Run 1, the metal 1 layer:
Scale: 2 px per um.
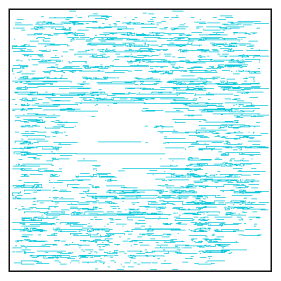
Run 1, logic cells by family:
Scale: 2 px per um.
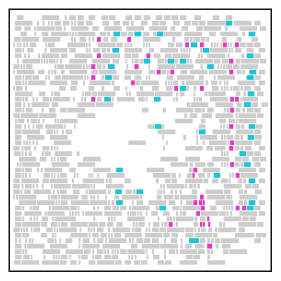
Run 1, zoomed window:
Window x 85 to 110, y 85 to 110 um. Cells in gray, sequential cells in the stronger gray; small squares are vias.
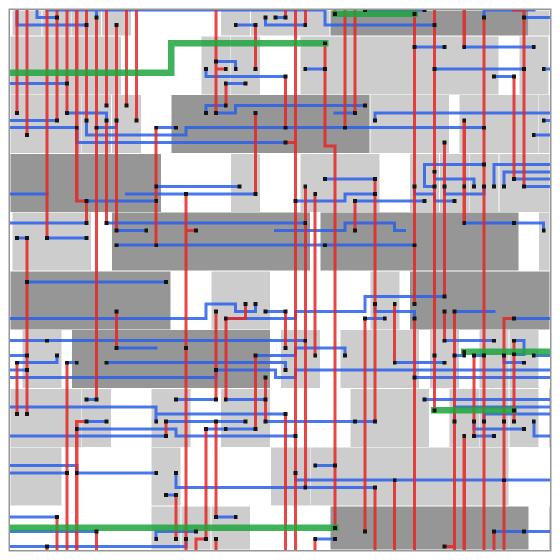
File: config.mk
export PLATFORM = sky130hd
export DESIGN_NAME = mem_access_stage
export DESIGN_NICKNAME = d
export VERILOG_FILES = /design/src/rtl/cpu_pkg.sv /design/src/rtl/mem_req_fsm.sv /design/src/rtl/mem_access_stage.sv
export SDC_FILE = /design/constraint.sdc
export NUM_CORES = 1
export LEC_CHECK = 0
export CORE_UTILIZATION = 40
export CTS_BUF_LIST = sky130_fd_sc_hd__clkbuf_8 sky130_fd_sc_hd__clkbuf_16
export DETAILED_ROUTE_END_ITERATION = 12
export GPL_TIMING_DRIVEN = 0
export HOLD_SLACK_MARGIN = 0.15
export PLACE_DENSITY = 0.77
export SLEW_MARGIN = 20
export SYNTH_ARGS = -nofsm -noshare
export SYNTH_HDL_FRONTEND = slang
export SYNTH_HIERARCHICAL = 1
export SYNTH_SLANG_ARGS = --single-unit
File: constraint.sdc
create_clock -name clock -period 4.7 [get_ports clock]
set_clock_uncertainty 0.2 [all_clocks]
set_input_delay 0.94 -clock clock [delete_from_list [all_inputs] [get_ports clock]]
set_output_delay 0.94 -clock clock [all_outputs]
set_load 0.02 [all_outputs]
File: src/rtl/cpu_pkg.sv
// Shared definitions for the memory-access stage: controller state
// encoding, register-zero constant, default timeout, alignment mask.
package cpu_pkg;

    typedef enum logic [1:0] {
        ST_IDLE   = 2'd0,
        ST_ACCESS = 2'd1,
        ST_DONE   = 2'd2
    } state_e;

    localparam logic [4:0] REG_ZERO    = 5'd0;
    localparam int         TIMEOUT_DEF = 16;
    localparam logic [1:0] ALIGN_MASK  = 2'b11;

endpackage

File: src/rtl/mem_req_fsm.sv
// IDLE/ACCESS/DONE controller for the data-memory port. Holds dm_req while
// an access is outstanding, counts request cycles and aborts when the
// count reaches TIMEOUT-1 without an acknowledge.
module mem_req_fsm
    import cpu_pkg::*;
#(
    parameter int TIMEOUT = TIMEOUT_DEF
) (
    input  logic clock,
    input  logic reset_n,
    input  logic start_i,
    input  logic dm_ack_i,
    output logic dm_req_o,
    output logic stall_o,
    output logic ack_done_o,
    output logic timeout_o
);

    localparam int            CW       = $clog2(TIMEOUT);
    localparam logic [CW-1:0] CNT_LAST = CW'(TIMEOUT - 1);

    state_e        state_q, state_d;
    logic [CW-1:0] cnt_q, cnt_d;

    // State and timeout counter registers.
    always_ff @(posedge clock or negedge reset_n) begin
        if (!reset_n) begin
            state_q <= ST_IDLE;
            cnt_q   <= '0;
        end else begin
            state_q <= state_d;
            cnt_q   <= cnt_d;
        end
    end

    // Next state, counter update and decoded controls; ack wins over timeout.
    always_comb begin
        state_d    = state_q;
        cnt_d      = cnt_q;
        dm_req_o   = 1'b0;
        stall_o    = 1'b0;
        ack_done_o = 1'b0;
        timeout_o  = 1'b0;
        case (state_q)
            ST_IDLE: begin
                cnt_d = '0;
                if (start_i) begin
                    state_d = ST_ACCESS;
                end
            end
            ST_ACCESS: begin
                dm_req_o = 1'b1;
                stall_o  = 1'b1;
                if (dm_ack_i) begin
                    ack_done_o = 1'b1;
                    state_d    = ST_DONE;
                    cnt_d      = '0;
                end else if (cnt_q == CNT_LAST) begin
                    timeout_o = 1'b1;
                    state_d   = ST_DONE;
                    cnt_d     = '0;
                end else begin
                    cnt_d = cnt_q + 1'b1;
                end
            end
            ST_DONE: begin
                stall_o = 1'b1;
                state_d = ST_IDLE;
            end
            default: begin
                state_d = ST_IDLE;
            end
        endcase
    end

endmodule

File: src/rtl/mem_access_stage.sv
// EX/MEM boundary: captures the execute bundle, resolves branches, runs
// loads/stores over the req/ack data-memory port and drives the registered
// writeback bundle and exception pulses.
module mem_access_stage
    import cpu_pkg::*;
#(
    parameter int AW      = 32,
    parameter int DW      = 32,
    parameter int TIMEOUT = TIMEOUT_DEF
) (
    input  logic          clock,
    input  logic          reset_n,
    input  logic          ex_valid,
    input  logic [31:0]   alu_out,
    input  logic [31:0]   bb,
    input  logic          mw,
    input  logic          mr,
    input  logic          br,
    input  logic          rw_en,
    input  logic [4:0]    rw,
    input  logic          zero,
    input  logic          overflow,
    input  logic [31:0]   new_pc,
    output logic          stall,
    output logic          dm_req,
    output logic          dm_we,
    output logic [AW-1:0] dm_addr,
    output logic [DW-1:0] dm_wdata,
    input  logic [DW-1:0] dm_rdata,
    input  logic          dm_ack,
    output logic          pc_src,
    output logic [31:0]   pc_target,
    output logic          wb_valid,
    output logic          wb_we,
    output logic [4:0]    wb_rw,
    output logic [31:0]   wb_data,
    output logic          ovf_exc,
    output logic          align_exc,
    output logic          bus_err
);

    logic accept, is_mem, misalign, start, wb_we_base;
    logic fsm_req, fsm_stall, ack_done, timeout_hit;

    // Pending-access context, valid while the controller is busy.
    logic [AW-1:0] addr_q, addr_d;
    logic [DW-1:0] wdata_q, wdata_d;
    logic [31:0]   alu_q, alu_d;
    logic [4:0]    rw_q, rw_d;
    logic          we_q, we_d, wbwe_q, wbwe_d, ovf_q, ovf_d;

    // Registered writeback, branch and exception outputs.
    logic          wb_valid_q, wb_valid_d, wb_we_q, wb_we_d;
    logic [4:0]    wb_rw_q, wb_rw_d;
    logic [31:0]   wb_data_q, wb_data_d, pc_target_q, pc_target_d;
    logic          pc_src_q, pc_src_d, ovf_exc_q, ovf_exc_d;
    logic          align_exc_q, align_exc_d, bus_err_q, bus_err_d;

    assign accept     = ex_valid & ~fsm_stall;
    assign is_mem     = mw | mr;
    assign misalign   = |(alu_out[1:0] & ALIGN_MASK);
    assign start      = accept & is_mem & ~misalign;
    assign wb_we_base = rw_en & ~overflow & (rw != REG_ZERO);

    mem_req_fsm #(
        .TIMEOUT(TIMEOUT)
    ) u_fsm (
        .clock      (clock),
        .reset_n    (reset_n),
        .start_i    (start),
        .dm_ack_i   (dm_ack),
        .dm_req_o   (fsm_req),
        .stall_o    (fsm_stall),
        .ack_done_o (ack_done),
        .timeout_o  (timeout_hit)
    );

    // Capture on accept; writeback either straight from the bundle (no access
    // needed) or from the pending context when the access completes/aborts.
    always_comb begin
        addr_d      = addr_q;
        wdata_d     = wdata_q;
        alu_d       = alu_q;
        rw_d        = rw_q;
        we_d        = we_q;
        wbwe_d      = wbwe_q;
        ovf_d       = ovf_q;
        wb_valid_d  = 1'b0;
        wb_we_d     = wb_we_q;
        wb_rw_d     = wb_rw_q;
        wb_data_d   = wb_data_q;
        pc_src_d    = 1'b0;
        pc_target_d = pc_target_q;
        ovf_exc_d   = 1'b0;
        align_exc_d = 1'b0;
        bus_err_d   = 1'b0;
        if (accept) begin
            addr_d      = alu_out[AW-1:0];
            wdata_d     = DW'(bb);
            alu_d       = alu_out;
            rw_d        = rw;
            we_d        = mw;
            wbwe_d      = wb_we_base & ~mw;
            ovf_d       = overflow;
            pc_src_d    = br & zero;
            pc_target_d = new_pc;
            if (!start) begin
                wb_valid_d  = 1'b1;
                wb_we_d     = wb_we_base & ~is_mem;
                wb_rw_d     = rw;
                wb_data_d   = alu_out;
                ovf_exc_d   = overflow;
                align_exc_d = is_mem;
            end
        end
        if (ack_done) begin
            wb_valid_d = 1'b1;
            wb_we_d    = wbwe_q;
            wb_rw_d    = rw_q;
            wb_data_d  = we_q ? alu_q : 32'(dm_rdata);
            ovf_exc_d  = ovf_q;
        end
        if (timeout_hit) begin
            wb_valid_d = 1'b1;
            wb_we_d    = 1'b0;
            wb_rw_d    = rw_q;
            wb_data_d  = alu_q;
            ovf_exc_d  = ovf_q;
            bus_err_d  = 1'b1;
        end
    end

    // Context and output registers, all cleared by reset.
    always_ff @(posedge clock or negedge reset_n) begin
        if (!reset_n) begin
            addr_q      <= '0;
            wdata_q     <= '0;
            alu_q       <= '0;
            rw_q        <= '0;
            we_q        <= 1'b0;
            wbwe_q      <= 1'b0;
            ovf_q       <= 1'b0;
            wb_valid_q  <= 1'b0;
            wb_we_q     <= 1'b0;
            wb_rw_q     <= '0;
            wb_data_q   <= '0;
            pc_src_q    <= 1'b0;
            pc_target_q <= '0;
            ovf_exc_q   <= 1'b0;
            align_exc_q <= 1'b0;
            bus_err_q   <= 1'b0;
        end else begin
            addr_q      <= addr_d;
            wdata_q     <= wdata_d;
            alu_q       <= alu_d;
            rw_q        <= rw_d;
            we_q        <= we_d;
            wbwe_q      <= wbwe_d;
            ovf_q       <= ovf_d;
            wb_valid_q  <= wb_valid_d;
            wb_we_q     <= wb_we_d;
            wb_rw_q     <= wb_rw_d;
            wb_data_q   <= wb_data_d;
            pc_src_q    <= pc_src_d;
            pc_target_q <= pc_target_d;
            ovf_exc_q   <= ovf_exc_d;
            align_exc_q <= align_exc_d;
            bus_err_q   <= bus_err_d;
        end
    end

    assign stall     = fsm_stall;
    assign dm_req    = fsm_req;
    assign dm_we     = fsm_req & we_q;
    assign dm_addr   = addr_q;
    assign dm_wdata  = wdata_q;
    assign pc_src    = pc_src_q;
    assign pc_target = pc_target_q;
    assign wb_valid  = wb_valid_q;
    assign wb_we     = wb_we_q;
    assign wb_rw     = wb_rw_q;
    assign wb_data   = wb_data_q;
    assign ovf_exc   = ovf_exc_q;
    assign align_exc = align_exc_q;
    assign bus_err   = bus_err_q;

endmodule

==> results_slide.txt, run 1 <==
Run Summary

Setup path
  – Startpoint types: flip-flop
  – Setup CP Type: reg2out
  – Arrival time at the worst endpoint: 2.05 ns

Clocking
  – CTS sink count: 153
  – Clk buf depth: 2

Detailed routing
  – Drt pass-1 iters: 4
  – DR top layer: met4
  – Wire per inst: 16.3 um
  – Post-DRT Antenna Nets: 0
  – Met2 WL post-DR: 9780 um

STA
  – Worst slew pin tran: 0.613 ns
  – FMAX: 314 MHz
  – Min Tclk post-route: 3.19 ns

Cells and area
  – Layout clock area frac: 6.00%
  – Nets: 1149
  – Register area: 3830 um^2
  – Filler Cell Count: 1365
  – Buffers, non-clock: 327
  – Non-clock buffer share: 30.0%
  – Share of layout cells above drive strength 1: 5.81%
  – Logic area: 2520 um^2

Floorplan
  – Core footprint: 16000 um^2
  – # rows: 46
  – I/O pin count: 285
  – Chip Height: 130 um

Yosys
  – Mux contribution to synthesized area: 5.85%
  – Yosys Instances: 698
  – Syn. warnings: 6
  – Distinct lib cells: 40

Placement
  – Placed wire-length estimate: 14700 um

Outcome
  – Outcome: finished clean

Global route
  – Total gr overflow: 0
  – First-pass GRT wire length: 30600 um
  – Layer with the highest usage: met2

Power
  – Worst vdd ir: 0.411 mV

Job
  – Max Cap Violations: 0
Notes on 'the metal 1 layer' above:
- main direction: horizontal
- share of all routed wire: 40%
- nets with wire on the layer: 980
- wire length on this layer: 8060 um
- longest straight run: 44.2 um
via count: 5898
total routed wirelength: 20100 um
routing usage on met1: 28.3%

Notes on 'logic cells by family' above:
- mux cells: cyan (cells 38)
- nor cells: magenta (cells 43)

Notes on 'zoomed window' above:
- M1: blue
- M2: red
- M3: green
- cells with their middle in the window: 48
- sequential cells in the window: 8
- netlist names of flops here include: alu_q (6), wb_data (2)
- most frequent: nand2_1 (18), dfrtp_1 (8), clkdlybuf4s50_1 (6)

run 1: per-stage QoR:
| stage | instance area [um^2] | std cells |
|---|---|---|
| global route | 10400 | 1231 |
| detailed placement | 9730 | 1199 |
| CTS | 10400 | 1231 |
| finish | 10400 | 1231 |
| global placement | 9700 | 1198 |
| floorplan | 6590 | 698 |
run 1: worst min-delay path, delay by kind of cell, from the launching register on:
family / cells / cell delay [ns]
flip-flops: 1 / 0.34
AND/OR/NAND/NOR: 2 / 0.10
run 1: worst paths after layout:
| check | startpoint | slack, ns | cells after the start | to |
|---|---|---|---|---|
| min in group asynchronous | reset_n | 0.28 | 1 | alu_q[3] |
| max in group asynchronous | reset_n | 3.21 | 2 | pc_target[17] |
| setup reg to reg | u_fsm/state_q[1] | 1.87 | 9 | u_fsm/state_q[0] |
| setup / recovery | u_fsm/state_q[1] | 1.51 | 4 | dm_we |
| hold / removal | pc_target[9] | 0.27 | 2 | pc_target[9] |
| hold reg to reg | pc_target[9] | 0.27 | 2 | pc_target[9] |
run 1: cell usage after synthesis (2+ instances only):
cell        n  area share, %
buf_8       3           0.68
nor2b_1    32            3.0
buf_2      13           0.99
nand2b_1    2           0.19
o31ai_1     3           0.34
nand2_1   317             18
mux2i_1    37            5.6
nand3_1     3           0.23
a21oi_1    33            2.5
o21ai_0     4           0.30
dfrtp_1   153             58
o21ai_1     6           0.46
nor2_2      2           0.19
inv_1       3           0.17
a211oi_1   30            3.4
a221oi_1    3           0.40
nor2_1      6           0.34
ha_1        4           0.76
clkbuf_1   23            1.3
run 1: power breakdown:
group / internal [mW] / leakage (nW) / switching (mW)
combinational: 1.76 / 2.72 / 2.16
sequential: 1.96 / 1.87 / 0.371
clock: 0.898 / 0.312 / 0.552
Run 1, register map, names as in the netlist:
Scale: 4 px per um. Other sequential cells in the stronger gray, the rest of the logic in the fainter gray.
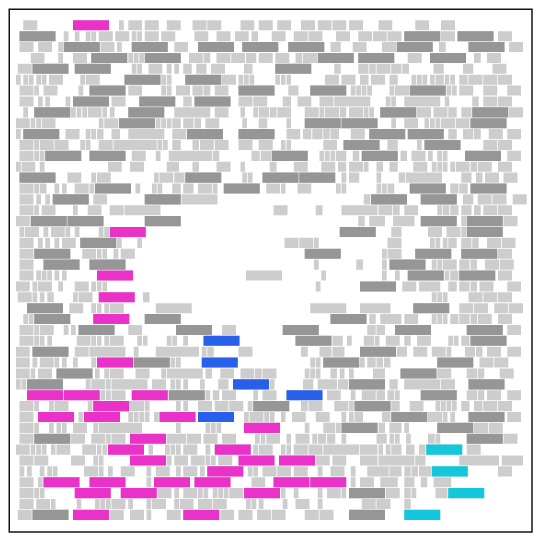

==> inputs of run 2 (changes only) <==
--- a/config.mk
+++ b/config.mk
@@ -5,12 +5,12 @@
 export SDC_FILE = /design/constraint.sdc
 export NUM_CORES = 1
 export LEC_CHECK = 0
-export CORE_UTILIZATION = 40
+export CORE_UTILIZATION = 38
 export CTS_BUF_LIST = sky130_fd_sc_hd__clkbuf_8 sky130_fd_sc_hd__clkbuf_16
 export DETAILED_ROUTE_END_ITERATION = 12
 export GPL_TIMING_DRIVEN = 0
 export HOLD_SLACK_MARGIN = 0.15
-export PLACE_DENSITY = 0.77
+export PLACE_DENSITY = 0.76
 export SLEW_MARGIN = 20
 export SYNTH_ARGS = -nofsm -noshare
 export SYNTH_HDL_FRONTEND = slang
==> constraint.sdc (replaced) <==
create_clock -name clock -period 2.9 [get_ports clock]
set_clock_uncertainty 0.2 [all_clocks]
set_input_delay 0.58 -clock clock [delete_from_list [all_inputs] [get_ports clock]]
set_output_delay 0.58 -clock clock [all_outputs]
set_load 0.02 [all_outputs]
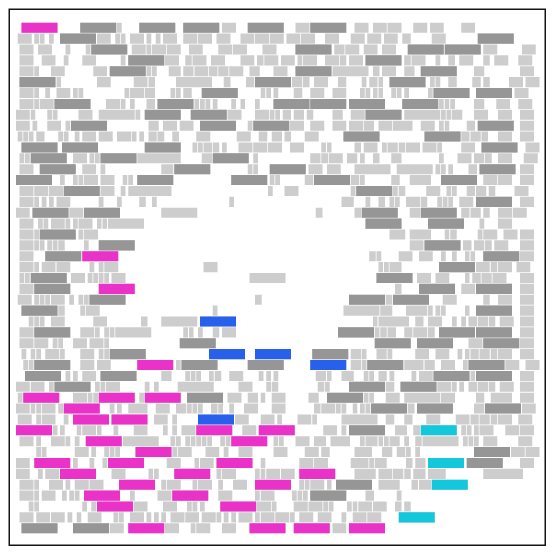
Run 2: register map, names as in the netlist
Scale: 4 px per um. Other sequential cells in the stronger gray, the rest of the logic in the fainter gray.
- dm_wdata: magenta (sequential cells 32)
- u_fsm/cnt_q: cyan (sequential cells 4; where bottom right)
- wb_rw: blue (sequential cells 5)
- not colored: 112
post-layout util: 61.8%
Flop+latch power: 3.78 mW
fraction of area in registers: 37.0%
register area: 3830 um^2

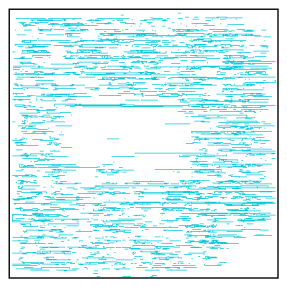
Run 2: the metal 1 layer
Scale: 2 px per um.
- wire length on this layer: 8400 um
- nets with wire on the layer: 987
- longest straight run: 49.7 um
- main direction: horizontal
- share of all routed wire: 42%
routing usage on met1: 28.3%
via count: 5942

==> results_slide.txt, run 2 <==
Run Summary

Yosys
  – Post-Syn Instances: 698
  – Synth top cells by count: nand2_1, dfrtp_1, mux2i_1
  – Largest area contributor in the netlist: dfrtp_1
  – Distinct lib cells: 40
  – Top cell area share: 58.1%
  – Syn nets: 845
  – Top cells by area: dfrtp_1, nand2_1, mux2i_1
  – Syn. warnings: 6
  – Synth top cell by count: nand2_1
  – Post-synth EDFFs: 0
  – Yosys Instances: 698
  – Mapped Area: 6590 um^2

Power
  – Sequential power share: 30.4%
  – Net switching power: 5.03 mW
  – Cell Int Power: 7.38 mW
  – Worst vdd ir: 0.564 mV
  – Comb pwr share: 51.3%
  – Clk network pwr share: 18.2%
  – Leak Pwr: 4.88 nW
  – Sw frac: 40.6%

Detailed routing
  – Total routed wirelength: 20000 um
  – Post-DRT Antenna Nets: 0
  – DRC: 0
  – Drt pass-1 iters: 5

Cells and area
  – Dominant logic cell types in the final layout: nand2_1, clkdlybuf4s50_1, dfrtp_1
  – Design area: 10400 um^2
  – Filler Cell Count: 1482
  – Share of layout cells above drive strength 1: 6.31%
  – Nets: 1149
  – Layout Cells excl Fill: 1235

Clocking
  – CTS sink count: 153
  – Insertion Delay late pin: 0.42 ns
  – Worst-path clk slew: 0.06 ns
  – Hold-fix buffers at CTS: 1
  – Clk buf depth: 2

Global route
  – Vias in the first global route: 6155
  – First-pass GRT wire length: 32300 um
  – Total gr overflow: 0

Setup path
  – Crit-path max FO: 9
  – Reg2reg path depth: 7
  – Arrival time at the worst endpoint: 1.94 ns
  – Setup CP Type: reg2out
  – Crit path to: dm_we
  – R2R Path Start: u_fsm/cnt_q[0]
  – FF-to-FF End: wb_data[30]
  – Slowest stage cell, crit path: clkdlybuf4s50_1
  – Crit path from: u_fsm/state_q[1]
  – Critical path's largest stage delay: 0.60 ns
  – R2R setup slack: 0.30 ns
  – Crit path required time: 2.12 ns
  – Startpoint types: flip-flop

Floorplan
  – Core footprint: 16800 um^2
  – # rows: 47
  – I/O pin count: 285
  – Chip Height: 134 um
  – Pre-Place Util: 39.3%

Worst hold path
  – Worst Hold Path Cells: 2
  – Min-Delay Startpoint: dm_wdata[28]
  – Hold endpoint: dm_wdata[28]

STA
  – Worst slew pin tran: 0.626 ns
  – Min Tclk post-route: 2.72 ns
  – Fin crit share: 93.6%
  – FMAX: 368 MHz
  – RSZ-0062 raised after global routing: no
  – Final Hold Viols: 0

Placement
  – Worst slack at placement: -0.196 ns
  – Cells after DPL: 1203
  – Placed wire-length estimate: 14600 um
  – Placer congestion estimate: 0.842
  – DP Area: 9740 um^2

Job
  – Max Cap Violations: 0
  – Tool Warnings: 28

Outcome
  – Outcome: finished clean
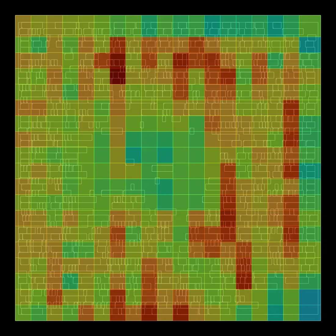
Run 2: congestion heat map
met3 global-route usage: 8.60%
GR Util met2: 38.2%
wire per inst: 16.2 um
total track usage: 23.5%
layer with the highest usage: met2

==> run 2: cell counts after synthesis <==
Identical to the previous run, type by type.
==> run 2: worst max-delay path, delay by kind of cell (launching register included) <==
family	cells	cell delay [ns]
DFF	1	0.37
and+or+nand+nor	1	0.15
buffers and inverters	2	0.72
adders and majority gates	1	0.28
==> run 2: logic make-up after synthesis <==
logic type / count (synthesis) / synth area share, %
buf+inv: 45 / 3.65
compound gates: 86 / 8.47
fa+ha+maj: 4 / 0.760
mux: 38 / 5.85
simple gates: 372 / 23.1
flops: 153 / 58.1
==> run 2: metrics by stage <==
stage	utilization [%]	setup TNS, ns	hold WS (ns)
CTS	61.8	0	0.278
global route	61.8	0	0.294
global placement	57.9	-823.69	0.256
floorplan	-	0	0.0844
finish	61.8	0	0.273
detailed placement	58.1	-2.84	0.261
==> run 2: final cells by class <==
cell class	instances	area [um^2]	share of cell area (%)
flip-flops and latches	153	3830	37.0
repair buffers	286	2890	27.9
multi-input cells	500	2520	24.3
clock buffers	20	467	4.51
well taps	220	275	2.66
plain buffers	41	226	2.19
clock inverters	12	141	1.37
inverters	3	11.3	0.109
==> run 2: power groups by stage <==
| stage | combinational, mW | sequential (mW) | clock (mW) |
|---|---|---|---|
| after global routing | 6.91 | 3.91 | 2.41 |
| final | 6.37 | 3.78 | 2.26 |
| after CTS | 6.44 | 3.78 | 2.32 |
| after global placement | 6.33 | 3.77 | 0 |
| after floorplan | 2.31 | 4.89 | 0 |
| after detailed placement | 6.41 | 3.80 | 0 |
==> run 2: layer usage <==
metal / GRT usage (%) / wire length [um] / share of wire, % / up-vias
met4: 9.41 / 471 / 2.4 / 0
met3: 8.60 / 1840 / 9.2 / 40
met5: 0 / 0 / 0 / -
met2: 38.2 / 9320 / 47 / 247
met1: 28.3 / 8400 / 42 / 2783
li1: - / - / - / 2872
Run 2, logic cells by family:
Scale: 2 px per um.
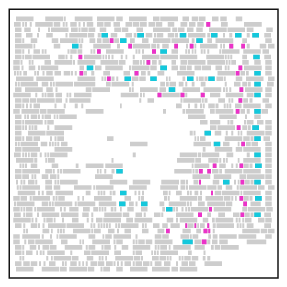

==> inputs of run 3 (changes only) <==
--- a/config.mk
+++ b/config.mk
@@ -11,6 +11,7 @@
 export GPL_TIMING_DRIVEN = 0
 export HOLD_SLACK_MARGIN = 0.15
 export PLACE_DENSITY = 0.76
+export SETUP_SLACK_MARGIN = 0.2
 export SLEW_MARGIN = 20
 export SYNTH_ARGS = -nofsm -noshare
 export SYNTH_HDL_FRONTEND = slang
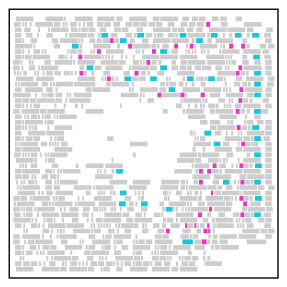
Run 3: logic cells by family
Scale: 2 px per um.
- mux cells: cyan (cells 38)
- nor cells: magenta (cells 43)
Comb/total area: 24.3%
Layout Cells excl Fill: 1236

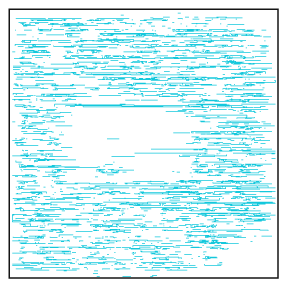
Run 3: the metal 1 layer
Scale: 2 px per um.
- share of all routed wire: 42%
- wire length on this layer: 8460 um

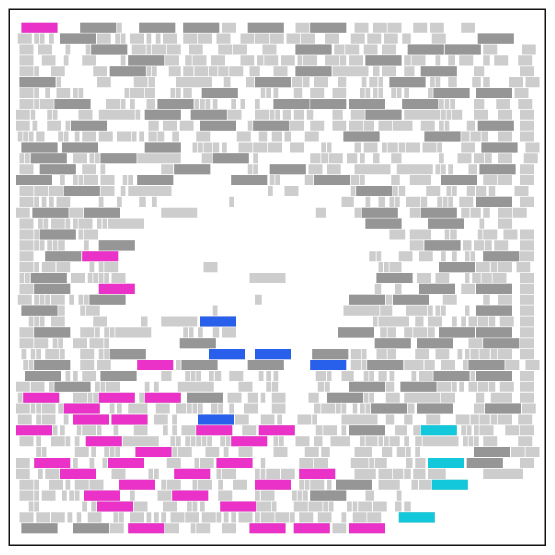
Run 3: register map, names as in the netlist
Scale: 4 px per um. Other sequential cells in the stronger gray, the rest of the logic in the fainter gray.
- u_fsm/cnt_q: cyan (sequential cells 4; where bottom right)
- wb_rw: blue (sequential cells 5)
- dm_wdata: magenta (sequential cells 32)
- not colored: 112
post-layout util: 61.8%
fraction of area in registers: 36.9%

==> results_slide.txt, run 3 <==
Run Summary

Setup path
  – FF-to-FF End: wb_data[13]
  – Crit path from: u_fsm/state_q[1]
  – Startpoint types: flip-flop
  – Arrival time at the worst endpoint: 1.93 ns
  – Crit path to: dm_we
  – Setup CP Type: reg2out
  – Crit-path max FO: 9
  – Reg2reg path depth: 9
  – Crit path required time: 2.12 ns
  – R2R Path Start: u_fsm/state_q[1]
  – R2R setup slack: 0.33 ns

Worst hold path
  – Min-Delay Startpoint: pc_target[17]
  – Hold endpoint: pc_target[17]
  – Worst Hold Path Cells: 2

Yosys
  – Largest area contributor in the netlist: dfrtp_1
  – Distinct lib cells: 40
  – Synth top cell by count: nand2_1
  – Syn. warnings: 6
  – Post-Syn Instances: 698
  – Syn nets: 845
  – Top cell area share: 58.1%
  – Synth top cells by count: nand2_1, dfrtp_1, mux2i_1
  – Mapped Area: 6590 um^2
  – Top cells by area: dfrtp_1, nand2_1, mux2i_1

Global route
  – First-pass GRT wire length: 32300 um
  – Routing usage on met1: 28.2%
  – Layer with the highest usage: met2
  – Total track usage: 23.5%
  – Met3 global-route usage: 8.68%
  – Vias in the first global route: 6164
  – Total gr overflow: 0
  – GR Util met2: 38.1%

Job
  – Max Cap Violations: 0
  – Tool Warnings: 30

STA
  – Min Tclk post-route: 2.71 ns
  – Worst slew pin tran: 0.599 ns
  – RSZ-0062 raised after global routing: yes
  – Fin Hold WS: 0.273 ns
  – Final Hold Viols: 0
  – FMAX: 369 MHz
  – Fin crit share: 93.5%

Cells and area
  – Filler Cell Count: 1483
  – Dominant logic cell types in the final layout: nand2_1, clkdlybuf4s50_1, dfrtp_1
  – Nets: 1150
  – Share of layout cells above drive strength 1: 6.50%

Detailed routing
  – DR top layer: met4
  – Total routed wirelength: 20000 um
  – DRC: 0
  – Wire per inst: 16.2 um
  – Drt pass-1 iters: 4
  – Post-DRT Antenna Nets: 0
  – DRT met1 WL: 8460 um
  – Met3 wire length: 1830 um

Outcome
  – Outcome: finished clean

Clocking
  – CTS sink count: 153
  – Clk buf depth: 2
  – Worst-path clk slew: 0.06 ns

Power
  – Sequential power share: 30.4%
  – Sw frac: 40.5%
  – Net switching power: 5.04 mW
  – Cell Int Power: 7.39 mW
  – Clk network pwr share: 18.2%
  – Worst vdd ir: 0.562 mV

Floorplan
  – Pre-Place Util: 39.3%
  – # rows: 47
  – Core footprint: 16800 um^2
  – Chip Height: 134 um
  – I/O pin count: 285

Placement
  – Worst slack at placement: -0.196 ns
  – Cells after DPL: 1203
  – Placer congestion estimate: 0.842
  – Placed wire-length estimate: 14600 um
-- run 3: area by class of cell --
type	instances	area [um^2]	area share, %
Buffer	42	235	2.27
Timing Repair Buffer	286	2890	27.8
Clock inverter	12	141	1.36
Sequential cell	153	3830	36.9
Multi-Input combinational cell	500	2520	24.3
Clock buffer	20	467	4.50
Tap cell	220	275	2.66
Inverter	3	11.3	0.109
-- run 3: power groups by stage --
stage          logic (mW)  registers, mW  clock network [mW]
2_1_floorplan        2.31           4.89                   0
3_3_place_gp         6.33           3.77                   0
3_5_place_dp         6.41           3.80                   0
4_1_cts              6.45           3.78                2.32
5_1_grt              6.92           3.91                2.41
6_report             6.38           3.78                2.27
-- run 3: what timing repair did --
action,CTS,global route
endpoints found under the setup margin,11,23
resized,2,8
hold endpoints to repair,76,0
hold buffers,1,0
-- run 3: metrics by stage --
stage | cell area [um^2] | TNS [ns]
after floorplan | 6590 | 0
after global placement | 9700 | -823.69
after detailed placement | 9740 | -2.84
after CTS | 10400 | 0
after global routing | 10400 | 0
final | 10400 | 0
-- run 3: kinds of logic (layout without fill, tap and decap cells) --
| logic type | Yosys count | count (layout) | share of synthesized area [%] |
|---|---|---|---|
| AOI/OAI and AO/OA | 86 | 86 | 8.47 |
| adders and majority gates | 4 | 4 | 0.760 |
| buffers and inverters | 45 | 363 | 3.65 |
| DFF | 153 | 153 | 58.1 |
| muxes | 38 | 38 | 5.85 |
| and+or+nand+nor | 372 | 372 | 23.1 |
-- run 3: critical path, cell delays in order, from the launching register on --
cell,delay (ns)
dfrtp_1,0.37
inv_1,0.12
ha_2,0.28
and2_1,0.15
clkdlybuf4s50_1,0.60
No activity file was given, so power comes from the tool's default toggle rates.
